===== config.mk =====
export PLATFORM = sky130hd
export DESIGN_NAME = data_bus_arbiter_flat
export DESIGN_NICKNAME = d
export VERILOG_FILES = /design/src/rtl/data_bus_arbiter_if.sv /design/src/rtl/data_bus_arbiter.sv /design/src/flat_wrapper.sv
export SDC_FILE = /design/constraint.sdc
export NUM_CORES = 1
export LEC_CHECK = 0
export CAP_MARGIN = 20
export CORE_AREA = 10 10 48 50
export CTS_CLUSTER_SIZE = 25
export DETAILED_ROUTE_END_ITERATION = 7
export DIE_AREA = 0 0 58 60
export PLACE_DENSITY = 0.76
export SKIP_CTS_REPAIR_TIMING = 1
export SYNTH_ARGS = -nofsm -noshare
export SYNTH_HDL_FRONTEND = slang
export SYNTH_SLANG_ARGS = --single-unit

===== constraint.sdc =====
create_clock -name clk -period 1.95 [get_ports clk]
set_clock_uncertainty 0.15 [all_clocks]
set_input_delay 0.585 -clock clk [delete_from_list [all_inputs] [get_ports clk]]
set_output_delay 0.585 -clock clk [all_outputs]
set_load 0.05 [all_outputs]

===== src/rtl/data_bus_arbiter_if.sv =====
// Request/grant bundle between the shared-bus endpoints and data_bus_arbiter.
// The master modport is the arbiter side; slave is the endpoint/receiver side.
interface data_bus_arbiter_if #(
   parameter int NUM_REQ = 4,
   parameter int ID_W    = 2
);
   logic [NUM_REQ-1:0] req;
   logic               ack;
   logic [NUM_REQ-1:0] grant;
   logic               grant_valid;
   logic [ID_W-1:0]    grant_id;
   logic               busy;
   logic               timeout_err;

   modport master (
      input  req,
      input  ack,
      output grant,
      output grant_valid,
      output grant_id,
      output busy,
      output timeout_err
   );

   modport slave (
      output req,
      output ack,
      input  grant,
      input  grant_valid,
      input  grant_id,
      input  busy,
      input  timeout_err
   );
endinterface


===== src/rtl/data_bus_arbiter.sv =====
// Round-robin owner arbiter for the shared tri-state data bus, one turnaround cycle between grants.
// Optional grant watchdog enabled by defining ARB_TIMEOUT_EN (limit set by TIMEOUT).
module data_bus_arbiter #(
   parameter int NUM_REQ = 4,
   parameter int ID_W    = 2,
   parameter int TIMEOUT = 255
) (
   input  logic               clk,
   input  logic               rst,
   data_bus_arbiter_if.master bus
);

   typedef enum logic [1:0] {
      ST_IDLE    = 2'b00,
      ST_GRANT   = 2'b01,
      ST_RELEASE = 2'b10
   } state_t;

   if ((2 ** ID_W) < NUM_REQ) begin : g_bad_id_w
      $error("data_bus_arbiter: ID_W too narrow for NUM_REQ");
   end
   if ((TIMEOUT < 1) || (TIMEOUT > 255)) begin : g_bad_timeout
      $error("data_bus_arbiter: TIMEOUT must be 1..255");
   end

   state_t             state_q, state_d;
   logic [ID_W-1:0]    rr_ptr_q, rr_ptr_d;
   logic [NUM_REQ-1:0] grant_q, grant_d;
   logic               grant_valid_q, grant_valid_d;
   logic [ID_W-1:0]    grant_id_q, grant_id_d;
   logic               busy_q, busy_d;
   logic               timeout_err_q, timeout_err_d;
   logic               win_found_s;
   logic [ID_W-1:0]    win_idx_s;
   logic [ID_W-1:0]    rr_next_s;
   logic               release_s;
`ifdef ARB_TIMEOUT_EN
   logic [7:0]         hold_cnt_q, hold_cnt_d;
`endif

   // Winner search: first set request at or above rr_ptr, wrapping.
   always_comb begin
      logic [ID_W-1:0] idx_v;
      win_found_s = 1'b0;
      win_idx_s   = '0;
      idx_v       = '0;
      for (int i = 0; i < NUM_REQ; i++) begin
         idx_v = ID_W'((int'(rr_ptr_q) + i) % NUM_REQ);
         if (!win_found_s && bus.req[idx_v]) begin
            win_found_s = 1'b1;
            win_idx_s   = idx_v;
         end else begin
            win_found_s = win_found_s;
         end
      end
      rr_next_s = (int'(win_idx_s) == (NUM_REQ - 1)) ? '0 : (win_idx_s + ID_W'(1));
   end

   // Next-state and registered-output decode.
   always_comb begin
      state_d       = state_q;
      rr_ptr_d      = rr_ptr_q;
      grant_d       = grant_q;
      grant_valid_d = grant_valid_q;
      grant_id_d    = grant_id_q;
      busy_d        = busy_q;
      timeout_err_d = 1'b0;
      release_s     = 1'b0;
      case (state_q)
         ST_IDLE: begin
            if (win_found_s) begin
               state_d             = ST_GRANT;
               grant_d             = '0;
               grant_d[win_idx_s]  = 1'b1;
               grant_valid_d       = 1'b1;
               grant_id_d          = win_idx_s;
               busy_d              = 1'b1;
               rr_ptr_d            = rr_next_s;
            end else begin
               grant_d       = '0;
               grant_valid_d = 1'b0;
               grant_id_d    = '0;
               busy_d        = 1'b0;
            end
         end
         ST_GRANT: begin
            // ack wins over abort and watchdog on the same edge.
            if (bus.ack) begin
               release_s = 1'b1;
            end else if (!bus.req[grant_id_q]) begin
               release_s = 1'b1;
`ifdef ARB_TIMEOUT_EN
            end else if (hold_cnt_q >= 8'(TIMEOUT - 1)) begin
               release_s     = 1'b1;
               timeout_err_d = 1'b1;
`endif
            end else begin
               release_s = 1'b0;
            end
            if (release_s) begin
               state_d       = ST_RELEASE;
               grant_d       = '0;
               grant_valid_d = 1'b0;
               grant_id_d    = '0;
               busy_d        = 1'b1;
            end else begin
               state_d = ST_GRANT;
            end
         end
         ST_RELEASE: begin
            state_d       = ST_IDLE;
            grant_d       = '0;
            grant_valid_d = 1'b0;
            grant_id_d    = '0;
            busy_d        = 1'b0;
         end
         default: begin
            state_d       = ST_IDLE;
            grant_d       = '0;
            grant_valid_d = 1'b0;
            grant_id_d    = '0;
            busy_d        = 1'b0;
         end
      endcase
   end

`ifdef ARB_TIMEOUT_EN
   // Hold counter: counts completed GRANT cycles, saturating, zero elsewhere.
   always_comb begin
      if ((state_q == ST_GRANT) && (state_d == ST_GRANT)) begin
         hold_cnt_d = (hold_cnt_q == 8'hFF) ? hold_cnt_q : (hold_cnt_q + 8'd1);
      end else begin
         hold_cnt_d = 8'd0;
      end
   end

   // Hold counter register.
   always_ff @(posedge clk) begin
      if (rst) begin
         hold_cnt_q <= 8'd0;
      end else begin
         hold_cnt_q <= hold_cnt_d;
      end
   end
`endif

   // State and output registers.
   always_ff @(posedge clk) begin
      if (rst) begin
         state_q       <= ST_IDLE;
         rr_ptr_q      <= '0;
         grant_q       <= '0;
         grant_valid_q <= 1'b0;
         grant_id_q    <= '0;
         busy_q        <= 1'b0;
         timeout_err_q <= 1'b0;
      end else begin
         state_q       <= state_d;
         rr_ptr_q      <= rr_ptr_d;
         grant_q       <= grant_d;
         grant_valid_q <= grant_valid_d;
         grant_id_q    <= grant_id_d;
         busy_q        <= busy_d;
         timeout_err_q <= timeout_err_d;
      end
   end

   assign bus.grant       = grant_q;
   assign bus.grant_valid = grant_valid_q;
   assign bus.grant_id    = grant_id_q;
   assign bus.busy        = busy_q;
   assign bus.timeout_err = timeout_err_q;

endmodule

===== src/flat_wrapper.sv =====
// flat-port wrapper written by rule: the top's interface ports become plain ports
module data_bus_arbiter_flat 
#(
   parameter int NUM_REQ = 4,
   parameter int ID_W    = 2,
   parameter int TIMEOUT = 255
)
  (clk, rst, bus_req, bus_ack, bus_grant, bus_grant_valid, bus_grant_id, bus_busy, bus_timeout_err);
  data_bus_arbiter_if #(.NUM_REQ(NUM_REQ), .ID_W(ID_W)) bus_i ();
  input  logic clk;
  input  logic rst;
  input wire logic [$bits(bus_i.req)-1:0] bus_req;
  input wire logic [$bits(bus_i.ack)-1:0] bus_ack;
  output wire logic [$bits(bus_i.grant)-1:0] bus_grant;
  output wire logic [$bits(bus_i.grant_valid)-1:0] bus_grant_valid;
  output wire logic [$bits(bus_i.grant_id)-1:0] bus_grant_id;
  output wire logic [$bits(bus_i.busy)-1:0] bus_busy;
  output wire logic [$bits(bus_i.timeout_err)-1:0] bus_timeout_err;
  assign bus_i.req = bus_req;
  assign bus_i.ack = bus_ack;
  assign bus_grant = bus_i.grant;
  assign bus_grant_valid = bus_i.grant_valid;
  assign bus_grant_id = bus_i.grant_id;
  assign bus_busy = bus_i.busy;
  assign bus_timeout_err = bus_i.timeout_err;
  data_bus_arbiter #(.NUM_REQ(NUM_REQ), .ID_W(ID_W), .TIMEOUT(TIMEOUT)) u_core (.clk(clk), .rst(rst), .bus(bus_i));
endmodule

==> flow_summary.ini, run 1 <==
; yosys + openroad results
[detailed_routing]
drt_iter0_drc = 9
drc_errors = 0
wl_per_cell_um = 14.7
wl_met3_um = 38
wl_met1_um = 682
met2_length_um = 788

[pwr]
power_top_consumer = combinational logic
p_per_area_nw_per_um2 = 853
vdd_drop_max_v = 0.000434
power.switching_uw = 295
pwr.group.combinational_uw = 362
intPower_uw = 536
p_sw_share_pct = 35.5

[floorplan]
chipArea_um2 = 3480
num_rows = 14
core_um2 = 1440
die_h_um = 60
dieWidth_um = 58
fp-utilization_pct = 41.9
ios = 16

[clock_network]
cts_tree = built
cts_buffers = 3
worst_setup_hold_path_clk_slew_ps = 70
htreeDepth = 1
insertion_delay_ps = 270
cts.path.max_buffers = 2
clockRootBuffer = clkbuf_4

[synth]
synth_chip_area_um2 = 602
synth_adder_area_share_pct = 8.32
netlist_top_cells_area = dfxtp_1 (40%), ha_1 (8.3%), a22o_1 (7.3%)
post-synth-top-count-cell = dfxtp_1
async_reset_ff_share_pct = 0
synth_top_area_share_pct = 39.9
yosysUniqueCellTypes = 27
common_cells = dfxtp_1 (12), a22o_1 (5), nor2_1 (5)
top_area_cell = dfxtp_1
enable_flop_cells = 0
mux_area_share_pct = 6.86
ys_cells = 60
logic_family = AND-OR/OR-AND gates
syn_inst = 60

[final_layout]
layout.area.comb_um2 = 349
largest_reg_flops = 4
logic_gates = 43
clock_buffers = 3
drive_gt1_share_pct = 38.2
dominant-cell-class = logic gates
final_area_um2 = 975
area_delta_synth_final_pct = 62.0
n_all_buffers = 27
ff_latch_area_um2 = 240
comb_share_pct = 35.8
num-fill-cells = 110
buf_share_pct = 33.6
clock_area_share_pct = 2.31
final_util_pct = 67.9
final_common_cell = buf_4

[sta]
hold_viol = 0
finalCriticalPeriod_ps = 1750
fin_ws_ps = 199
timing.hold.ws_ps = 387
setup_tns_ps = 0
rsz0062_at_grt = false
max_freq_mhz = 571

[worst_setup_path]
max_stage_delay_ps = 470
path_max_fanout = 6
worst-path-stages = 5
cp.arrival_ps = 1770
cp-startpoint = bus_ack
reg2reg_slack_ps = 240
r2r_start = u_core.rr_ptr_q[1]$_SDFFE_PP0P_
endpoint_kind = flip-flop
regToRegEndpoint = u_core.bus.grant[2]$_SDFFE_PP0N_
crit_chain = clkdlybuf4s50_1, nand2b_1, a2bb2oi_2, nor2_2, a21o_2
cp-endpoint = u_core.bus.grant_valid$_SDFFE_PP0N_
worst-path-buf-inv = 1
critPathTopFamily = buffers and inverters

[job]
cap_violations = 0
tool_warnings = 29

[hold_path]
whs_endpoint = u_core.bus.grant_valid$_SDFFE_PP0N_

[global_routing]
grt_pass1_wl_um = 2370
grt_max_degree = 7
grt_use_total_pct = 8.42

[place]
dp_slack_ps = -421

[status]
status = complete, no violations
**Run 1: signal wires on met2**

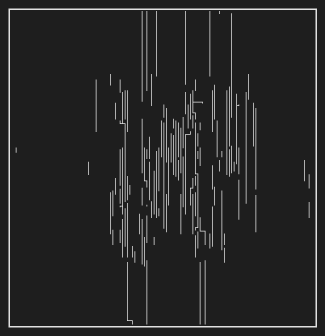
nets with wire on the layer: 86
wire length on this layer: 789 µm
share of all routed wire: 51%
main direction: vertical
longest straight run: 21.1 µm
Routed WL: 1550 µm
routed via count: 544
met2 GRT Util: 14.3%

**Run 1: routing congestion map**

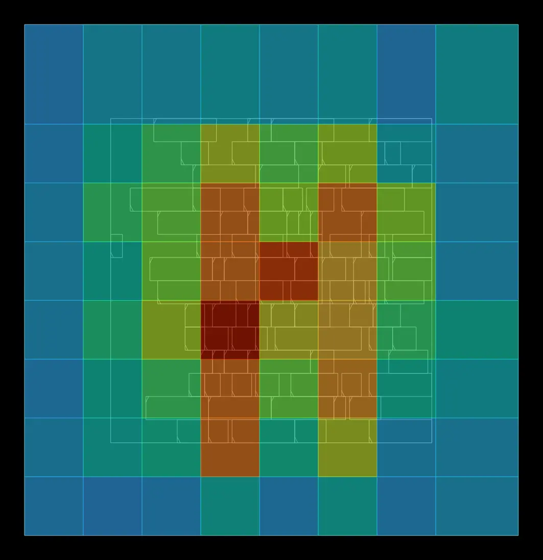
grt met1 use: 9.12%
GR peak layer: met2
routing usage on met3: 1.06%

**Run 1: M1 wires**

Scale bar: 20 µm.
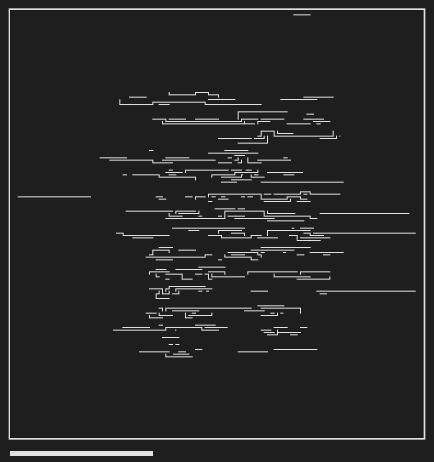
wire length on this layer: 683 µm
nets with wire on the layer: 91
longest straight run: 14.3 µm

==> run 2, diff against run 1 <==
--- a/config.mk
+++ b/config.mk
@@ -5,7 +5,6 @@
 export SDC_FILE = /design/constraint.sdc
 export NUM_CORES = 1
 export LEC_CHECK = 0
-export CAP_MARGIN = 20
 export CORE_AREA = 10 10 48 50
 export CTS_CLUSTER_SIZE = 25
 export DETAILED_ROUTE_END_ITERATION = 7
==> flow_summary.ini, run 2 <==
; yosys + openroad results
[sta]
max_freq_mhz = 571
timing.hold.ws_ps = 387
finalCriticalPeriod_ps = 1750
fin_ws_ps = 199
hold_viol = 0

[final_layout]
logic_gates = 43
n_all_buffers = 27
largest_reg_flops = 4
clock_buffers = 3
layout.area.comb_um2 = 349
area_delta_synth_final_pct = 62.0
final_common_cell = buf_4
dominant-cell-class = logic gates

[synth]
synth_adder_area_share_pct = 8.32
top_area_cell = dfxtp_1
synth_top_area_share_pct = 39.9
async_reset_ff_share_pct = 0
common_cells = dfxtp_1 (12), a22o_1 (5), nor2_1 (5)
mux_area_share_pct = 6.86
synth_chip_area_um2 = 602
ys_cells = 60
enable_flop_cells = 0

[pwr]
power_top_consumer = combinational logic
vdd_drop_max_v = 0.000434
p_per_area_nw_per_um2 = 853
power.switching_uw = 295
pwr.group.combinational_uw = 362
intPower_uw = 536

[clock_network]
cts_buffers = 3
htreeDepth = 1

[worst_setup_path]
r2r_start = u_core.rr_ptr_q[1]$_SDFFE_PP0P_
cp-startpoint = bus_ack
regToRegEndpoint = u_core.bus.grant[2]$_SDFFE_PP0N_
path_max_fanout = 6
worst-path-stages = 5
cp.arrival_ps = 1770
worst-path-buf-inv = 1
cp-endpoint = u_core.bus.grant_valid$_SDFFE_PP0N_

[detailed_routing]
drt-total-wl_um = 1550
wl_met1_um = 682
drc_errors = 0
via_count = 544
drt_iter0_drc = 9

[hold_path]
whs_endpoint = u_core.bus.grant_valid$_SDFFE_PP0N_

[global_routing]
grt_use_met3_pct = 1.06
grt_max_degree = 7

[floorplan]
ios = 16
fp-utilization_pct = 41.9

[job]
tool_warnings = 29
cap_violations = 0

[status]
status = complete, no violations
**Run 2: signal wires on met2**

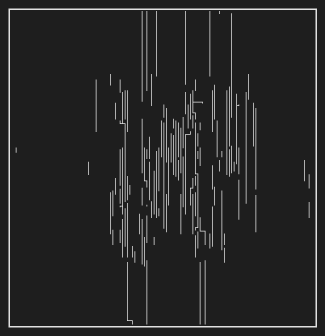
longest straight run: 21.1 µm
main direction: vertical
share of all routed wire: 51%
nets with wire on the layer: 86

**Run 2: routing congestion map**

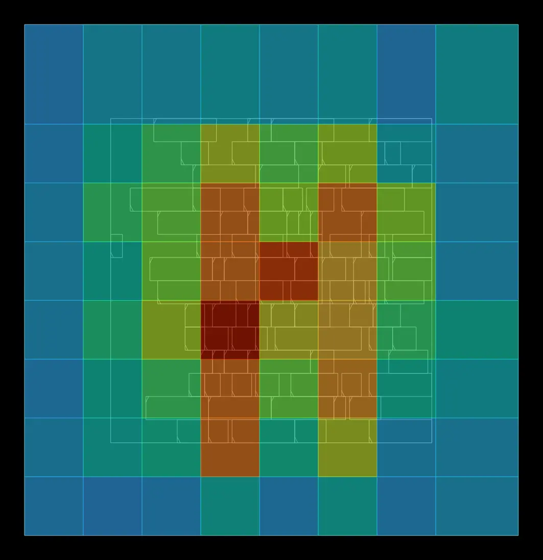
post-layout util: 67.9%
drt wl/cell: 14.7 µm

**Run 2: wire density map**

Scale bar: 20 µm. The die is cut into 12 by 12 equal tiles; black is low, pale yellow is high, scaled to the fullest tile. Values are wire area over tile area, all layers added.
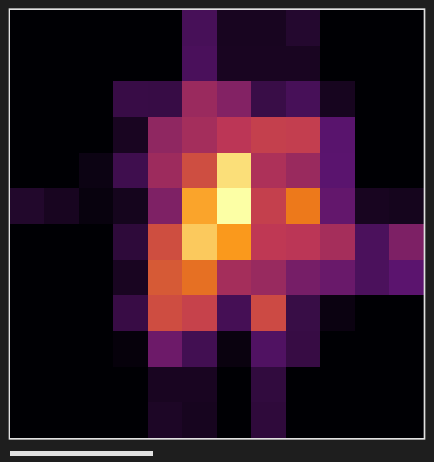
fullest tile: 0.42
nearly empty tiles: 46%
emptiest ninth of the die: south-west
GRT Util Overall: 8.42%

==> run 3, diff against run 2 <==
--- a/config.mk
+++ b/config.mk
@@ -5,12 +5,12 @@
 export SDC_FILE = /design/constraint.sdc
 export NUM_CORES = 1
 export LEC_CHECK = 0
-export CORE_AREA = 10 10 48 50
+export CORE_AREA = 10 10 47 49
+export CTS_BUF_LIST = sky130_fd_sc_hd__clkbuf_2 sky130_fd_sc_hd__clkbuf_4 sky130_fd_sc_hd__clkbuf_8
 export CTS_CLUSTER_SIZE = 25
 export DETAILED_ROUTE_END_ITERATION = 7
-export DIE_AREA = 0 0 58 60
-export PLACE_DENSITY = 0.76
-export SKIP_CTS_REPAIR_TIMING = 1
+export DIE_AREA = 0 0 57 59
+export PLACE_DENSITY = 0.79
 export SYNTH_ARGS = -nofsm -noshare
 export SYNTH_HDL_FRONTEND = slang
 export SYNTH_SLANG_ARGS = --single-unit
==> flow_summary.ini, run 3 <==
; yosys + openroad results
[final_layout]
drive_gt1_share_pct = 38.4
seq_share_pct = 25.3
largest_reg_flops = 4
n_all_buffers = 23
clock_buffers = 4
comb_share_pct = 37.9
logic_gates = 43
layout.area.comb_um2 = 360
num-fill-cells = 108
dominant-cell-class = logic gates
final_util_pct = 67.9
final_area_um2 = 951
ff_latch_area_um2 = 240
area_delta_synth_final_pct = 58.0
buf_share_pct = 29.3
clock_area_share_pct = 3.82

[sta]
setup_tns_ps = 0
rsz0062_at_grt = false
finalSetupViolations = 0
max_freq_mhz = 538
hold_viol = 0
timing.hold.ws_ps = 389
fin_ws_ps = 90.0
finalCriticalPeriod_ps = 1860

[pwr]
power_top_consumer = combinational logic
p_sw_share_pct = 34.9
vdd_drop_max_v = 0.000577
p_per_area_nw_per_um2 = 923
pwr.group.combinational_uw = 362
intPower_uw = 571
power_frac_comb_pct = 41.2
power.switching_uw = 307

[global_routing]
top_usage_layer = met2
grt_pass1_wl_um = 2500

[clock_network]
cts.path.max_buffers = 2
clockRootBuffer = clkbuf_4
htreeDepth = 1
cts_resized = 10
worst_setup_hold_path_clk_slew_ps = 80
cts_buffers = 3
insertion_delay_ps = 270
cts_tree = built

[worst_setup_path]
regToRegEndpoint = u_core.rr_ptr_q[1]$_SDFFE_PP0P_
path_max_fanout = 4
cp-endpoint = u_core.rr_ptr_q[1]$_SDFFE_PP0P_
critPathTopFamily = buffers and inverters
r2r_start = u_core.rr_ptr_q[1]$_SDFFE_PP0P_
cp.arrival_ps = 1870
max_stage_delay_ps = 270
worst-path-stages = 8
cp-startpoint = bus_req[2]
crit_chain = dlygate4sd2_1, mux2i_1, nor2_1, nor3_2, buf_4, ha_1, mux2i_1, nor2_1
worst-path-buf-inv = 2
reg2reg_slack_ps = 170
endpoint_kind = flip-flop

[floorplan]
chipArea_um2 = 3360
num_rows = 14
dieWidth_um = 57
die_h_um = 59

[synth]
common_cells = dfxtp_1 (12), a22o_1 (5), nor2_1 (5)
synth_chip_area_um2 = 602
ys_cells = 60
logic_family = AND-OR/OR-AND gates
syn_inst = 60
yosysUniqueCellTypes = 27
top_area_cell = dfxtp_1
synth-seq-cells = 12
synth_warnings = 0
async_reset_ff_share_pct = 0
netlist_top_cells_area = dfxtp_1 (40%), ha_1 (8.3%), a22o_1 (7.3%)
synth_adder_area_share_pct = 8.32
enable_flop_cells = 0
post-synth-top-count-cell = dfxtp_1
synth_top_area_share_pct = 39.9

[detailed_routing]
wl_met3_um = 114
drc_errors = 0
met2_length_um = 782
drt-total-wl_um = 1570
drt_iter0_drc = 6
wl_met1_um = 664

[place]
dp_cells = 97
dp_hpwl_um = 1130

[job]
tool_warnings = 29
cap_violations = 0

[status]
status = complete, no violations

[hold_path]
whs_endpoint = u_core.bus.grant_valid$_SDFFE_PP0N_
**Run 3: routing congestion map**

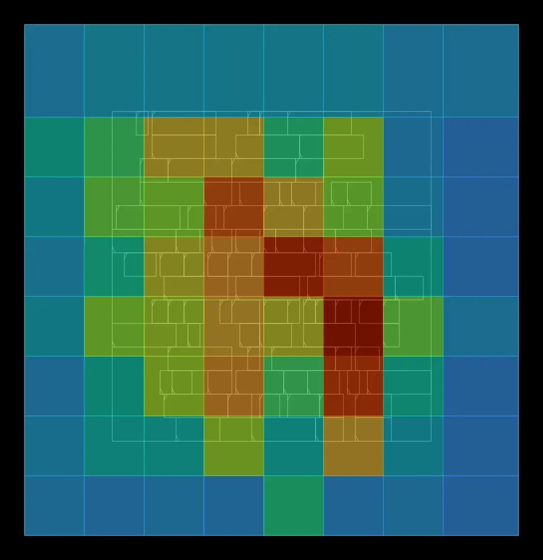
grt met1 use: 10.3%
met2 GRT Util: 15.5%
routing usage on met3: 4.72%

**Run 3: cell density map**

Scale bar: 20 µm. The die is cut into 11 by 12 equal tiles; black is low, pale yellow is high, 0 to 100% covered.
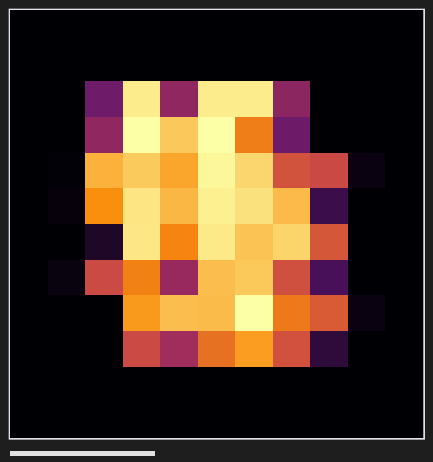
densest ninth of the die: centre
emptiest ninth of the die: north-east
tiles over 75% full: 21%
Core ar.: 1400 µm²
Starting Density: 42.9%

**Run 3: wire density map**

Scale bar: 20 µm. The die is cut into 11 by 12 equal tiles; black is low, pale yellow is high, scaled to the fullest tile. Values are wire area over tile area, all layers added.
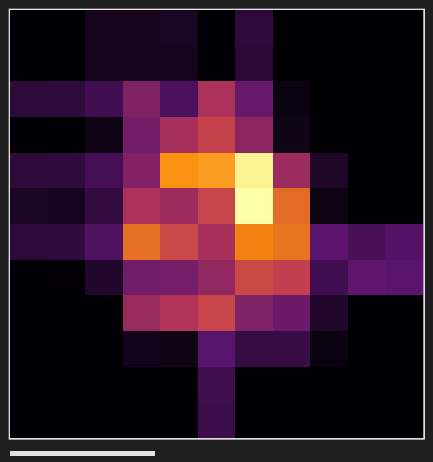
mean over tiles: 0.075
nearly empty tiles: 44%
fullest tile: 0.46
emptiest ninth of the die: north-east
tiles over half the peak: 11%
densest ninth of the die: centre
drt wl/cell: 15.4 µm
GRT Util Overall: 9.42%
routed via count: 537

